==> config.mk <==
export PLATFORM = sky130hd
export DESIGN_NAME = hex_bank_scheduler
export DESIGN_NICKNAME = d
export VERILOG_FILES = /design/src/rtl/hex_bank_scheduler.sv
export SDC_FILE = /design/constraint.sdc
export NUM_CORES = 1
export LEC_CHECK = 0
export CAP_MARGIN = 10
export CORE_MARGIN = 2
export CORE_UTILIZATION = 36
export DETAILED_ROUTE_END_ITERATION = 16
export PLACE_DENSITY = 0.75
export SLEW_MARGIN = 20
export SYNTH_ARGS = -nofsm -noshare
export SYNTH_HDL_FRONTEND = slang
export SYNTH_SLANG_ARGS = --single-unit
==> constraint.sdc <==
create_clock -name CLK -period 1.8 [get_ports CLK]
set_input_delay 0.36 -clock CLK [delete_from_list [all_inputs] [get_ports CLK]]
set_output_delay 0.36 -clock CLK [all_outputs]
set_load 0.01 [all_outputs]
==> src/rtl/hex_bank_scheduler.sv <==
// Round-robin request/grant scheduler sharing the six-digit HEX bank between two display requesters.
// Optional build macro HEX_SCHED_GAP_DASH_EN shows dashes during the changeover gap instead of blanks.
module hex_bank_scheduler #(
    parameter int HOLD_CYCLES = 8,
    parameter int GAP_CYCLES  = 2
) (
    input  logic        CLK,
    input  logic        RESET_N,
    input  logic [1:0]  REQ,
    input  logic [41:0] SEG0,
    input  logic [41:0] SEG1,
    output logic [1:0]  GNT,
    output logic        BUSY,
    output logic [6:0]  HEX0,
    output logic [6:0]  HEX1,
    output logic [6:0]  HEX2,
    output logic [6:0]  HEX3,
    output logic [6:0]  HEX4,
    output logic [6:0]  HEX5
);

    localparam int MAXC = (HOLD_CYCLES > GAP_CYCLES) ? HOLD_CYCLES : GAP_CYCLES;
    localparam int CW   = $clog2(MAXC + 1);
    localparam logic [CW-1:0] HOLD_MAX = CW'(HOLD_CYCLES);
    localparam logic [CW-1:0] GAP_MAX  = CW'(GAP_CYCLES);
    localparam logic [41:0] BLANK = {42{1'b1}};
`ifdef HEX_SCHED_GAP_DASH_EN
    localparam logic [41:0] GAP_PAT = {6{7'b0111111}};
`else
    localparam logic [41:0] GAP_PAT = {42{1'b1}};
`endif

    generate
        if (HOLD_CYCLES < 1 || GAP_CYCLES < 1) begin : g_bad_param
            $error("hex_bank_scheduler: HOLD_CYCLES and GAP_CYCLES must both be at least 1");
        end
    endgenerate

    typedef enum logic [1:0] {IDLE, OWN0, OWN1, GAP} state_t;

    state_t        state;
    logic [CW-1:0] hold_cnt;
    logic [CW-1:0] gap_cnt;
    logic          last;
    logic [41:0]   hex_bus;

    logic win_valid;
    logic win;
    logic owner;
    logic release_now;

    // Winner of a fresh arbitration; on a tie the requester that did not win last time goes.
    always_comb begin
        win_valid = |REQ;
        win       = (REQ == 2'b11) ? ~last : REQ[1];
    end

    // Voluntary release takes priority over preemption when both happen in the same cycle.
    always_comb begin
        owner       = (state == OWN1);
        release_now = !REQ[owner] || (REQ[~owner] && (hold_cnt == HOLD_MAX));
    end

    always_ff @(posedge CLK) begin
        if (!RESET_N) begin
            state    <= IDLE;
            GNT      <= 2'b00;
            BUSY     <= 1'b0;
            hex_bus  <= BLANK;
            hold_cnt <= '0;
            gap_cnt  <= '0;
            last     <= 1'b1;
        end else begin
            case (state)
                IDLE, GAP: begin
                    if (state == GAP && gap_cnt != GAP_MAX) begin
                        gap_cnt <= gap_cnt + CW'(1);
                    end else if (win_valid) begin
                        state    <= win ? OWN1 : OWN0;
                        GNT      <= win ? 2'b10 : 2'b01;
                        BUSY     <= 1'b1;
                        hex_bus  <= BLANK;
                        hold_cnt <= CW'(1);
                        last     <= win;
                    end else begin
                        state   <= IDLE;
                        GNT     <= 2'b00;
                        BUSY    <= 1'b0;
                        hex_bus <= BLANK;
                    end
                end
                OWN0, OWN1: begin
                    if (release_now) begin
                        state   <= GAP;
                        GNT     <= 2'b00;
                        gap_cnt <= CW'(1);
                        hex_bus <= GAP_PAT;
                    end else begin
                        hex_bus <= owner ? SEG1 : SEG0;
                        if (hold_cnt != HOLD_MAX) begin
                            hold_cnt <= hold_cnt + CW'(1);
                        end
                    end
                end
                default: begin
                    state <= IDLE;
                    GNT   <= 2'b00;
                    BUSY  <= 1'b0;
                end
            endcase
        end
    end

    assign HEX0 = hex_bus[6:0];
    assign HEX1 = hex_bus[13:7];
    assign HEX2 = hex_bus[20:14];
    assign HEX3 = hex_bus[27:21];
    assign HEX4 = hex_bus[34:28];
    assign HEX5 = hex_bus[41:35];

endmodule

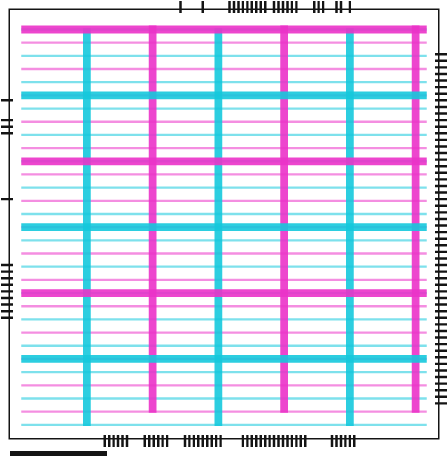
(floorplan with the power grid)
Bar = 20 µm. Pins as bars on the die edge.
VSS: shown in cyan. VDD: shown in magenta.
31 met1 rails follow the rows. 6 straps on met5.
peak supply drop: 0.816 mV
chip height: 88.3 µm

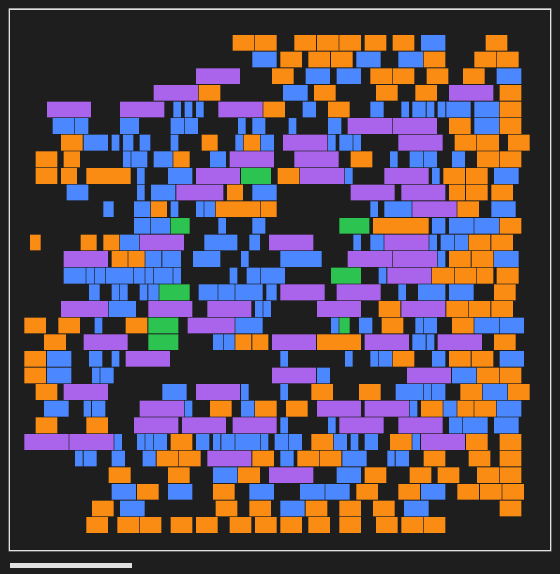
(cell classes on the final placement)
Bar = 20 µm.
combinational and other logic: shown in blue, cells 193, share of their area 33%. other buffers and delay cells: shown in orange, cells 153, share of their area 37%. flops: shown in purple, cells 56, share of their area 27%. clock drivers and dummy loads: shown in green, cells 8, share of their area 2.3%.

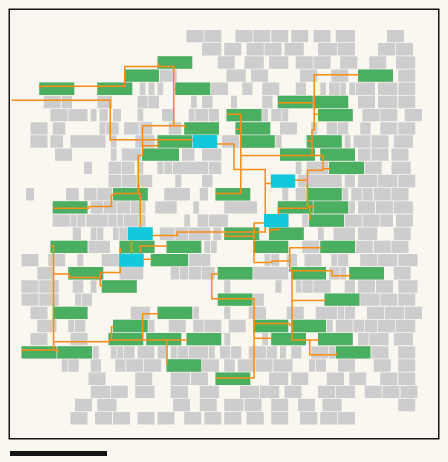
(clock wires, drivers and flops)
Bar = 20 µm.
clock wires: shown in orange, length 585 µm. flip-flops: shown in green, count 56. clock drivers: shown in cyan, count 5.
There are 6 routed clock nets.

==> job_summary.md <==
## Synthesis and layout report

| Metric | Value |
|---|---|
| Status | finished clean |
| Bufs and invs on worst path | 3 |
| Layout fillers | roughly 600 |
| Initial DRC Count | slightly below 50 |
| Vias in the first global route | approximately 2300 |
| Cycle use final | a little over nine tenths |
| Crit path DRT | ~2 ns |
| Hold crit path type | in2reg |
| Core Region | approximately 7000 µm² |
| Via density | just under 5 |
| Global-route wire length before repair | around 11000 µm |
| Most frequent cells in the layout | clkdlybuf4s50_1 (131), dfxtp_1 (53), nand2_1 (53) |
| IO Port Bufs | ~130 |
| Critical-path top delay cell | dfxtp_2 |
| Log Warnings | 29 |
| PwrDens | 1170 nW/µm² |
| Sum Neg Setup Slack | 0 ns |
| Sequential fraction of the synthesis area | a little over two fifths |
| Gpl congestion | ~0.78 |
| Die area | a little under 8000 µm² |
| Yosys cell count | 271 |
| Synth logic family | multiplexers |
| CTS tree | built |
| Aoi share | approximately 17% |
| Layout cells sized above 1 | around a fifth |
| Area growth syn-to-layout | 65.8% |
| GRT Total Usage | between 10% and 20% |
| Worst setup EP type | flip-flop |
| Final Setup Violations | 0 |
| FP Rows | 30 |
| Io pins | between 100 and 150 |
| Maximum fanout along the worst path | 15 |
| Late-Pin Clk Latency | roughly 0.3 ns |
| Final Hold Viols | 0 |
| Worst-path cell chain | inv_1, ha_1, nor3b_4, nand3b_1, buf_4, clkbuf_16, nor2_1, o221a_2 |
| DRT Wirelength | between 7000 and 8000 µm |
| DRC violations left | 0 |
| Max H-tree Level | 2 |
| Crit path DAT | 1.94 ns |
| Final slew viol count | 0 |
| Worst-path clk slew | approximately 0.10 ns |
| Routed vias | approximately 2500 |
| Die X | 88.3 µm |
| Pre-Place Util | a little under two fifths |
| Slew at the pin closest to its max-slew limit | approximately 0.33 ns |
| Yosys top cell by area | dfxtp_1 |
| Commonest Layout Cell | clkdlybuf4s50_1 |
| Drt first pass iters | 4 |
| Antenna diode count | 0 |
| DRT antenna net count | 0 |
| Syn_nets | roughly 370 |
| Synthesized area | roughly 2600 µm² |
| Adder-cell area share of the yosys netlist | 2.93% |
| Fmax | approximately 0.58 GHz |
| HPWL after DPL | between 5000 and 6000 µm |
| Total leakage power | between 0.0015 and 0.002 µW |
| AND/OR/NAND/NOR Cells, Area Fraction | ~12% |
| Clock root buffer master | clkbuf_8 |
| XORs/XNORs by Area | 0% |
| Gr ovfl total | 0 |
| WL per Instance | about 14 µm |
| Nets | between 500 and 600 |
| Syn Area/Cell | ~9.5 µm² |
| CTS Buf Count | 5 |
| Final min period | 1.73 ns |
| Yosys top cell area share | 43.8% |
| Total chip power | 4950 µW |
| Synth warn | 0 |
| Setup Skew | 0.00852 ns |
| Gate Count Post-Synth | roughly 270 |
| WS Path Type | reg2reg |
| Hold Slack | around 0.42 ns |
| Worst path max stage delay | between 0.3 and 0.4 ns |
| Rel. slew slack | around 78% |
| Worst setup SP type | flip-flop |
| Yosys reg bits | approximately 56 |
| Cell area leaders | dfxtp_1 (44%), mux2_2 (18%), o22ai_1 (11%) |
| MUX share of area | between 10% and 20% |
| Yosys Chip Area | between 2000 and 3000 µm² |
| CTS sink cnt | about 56 |
[report_power, final]
group,internal (µW),switching (µW)
sequential,1490,140
clock,315,395
combinational,1450,1160
total,3250,1700
[registers in the layout (all words and copies together), names as in the netlist]
register / flops
hex_bus: 42
gap_cnt: 4
hold_cnt: 4
GNT: 2
state: 2
BUSY: 1
last: 1
[cell usage after synthesis (all sizes together)]
master / count
buf: 11
o311a: 1
nor3b: 3
o21ai: 7
and2: 1
o21bai: 1
a21oi: 1
nand2: 53
and3: 1
o221a: 4
mux2i: 1
nor2b: 1
nor3: 1
nand4b: 1
dfxtp: 56
nand2b: 1
ha: 6
and3b: 1
o21a: 1
o22ai: 44
clkbuf: 11
a31o: 1
nand3b: 1
inv: 9
nand3: 3
a311o: 1
o211a: 1
nor2: 2
a41oi: 1
nor4b: 1
o211ai: 1
o311ai: 1
mux2: 42
[kinds of logic (layout without fill, tap and decap cells)]
group,Yosys count,in the layout
fa+ha+maj,6,6
mux,43,43
flops,56,56
buf+inv,31,170
simple gates,70,70
compound gates,65,65
[timing repair]
item                       in CTS  in global routing
gates cloned                    0                  1
pin swaps                       0                  1
buffers inserted                0                  5
setup endpoints to repair       1                 43
hold buffers                    0                  0
gates resized                   1                  7
[metal layers]
metal / global-route usage [%] / up-vias / part of all wire, %
met1: 21.0 / 1174 / 43
met2: 31.1 / 72 / 49
li1: - / 1253 / -
met4: 2.07 / 0 / 0.11
met5: 0 / - / 0
met3: 4.48 / 2 / 8.5
[final timing paths]
check	cells past startpoint	slack (ns)	to	start
setup / recovery	8	0.07	gap_cnt[2]	gap_cnt[0]
hold / removal	2	0.42	hold_cnt[0]	RESET_N
setup reg to reg	8	0.07	gap_cnt[2]	gap_cnt[0]
hold reg to reg	2	0.47	GNT[1]	GNT[1]
[cell type report]
class                      count  area [µm²]  share of cell area, %
clock buffer                   6        82.6                   1.95
clock inverter                 2        13.8                  0.324
inverter                       9        33.8                  0.796
multi-input combinational    184        1340                   31.6
sequential                    56        1120                   26.5
tap                           96         120                   2.83
timing repair buffer         153        1530                   36.0
[stage by stage]
step / cell area, µm² / std cells / utilization (%) / worst slack (ns)
floorplan: 2560 / 271 / - / 0.0325
global route: 4250 / 506 / 62.1 / -0.0183
global placement: 4050 / 492 / 59.3 / -0.0439
detailed placement: 4050 / 492 / 59.3 / -0.129
CTS: 4150 / 500 / 60.8 / 0.0191
finish: 4250 / 506 / 62.1 / 0.0683
Power figures rest on the tool's default switching activity, not on a simulated workload.
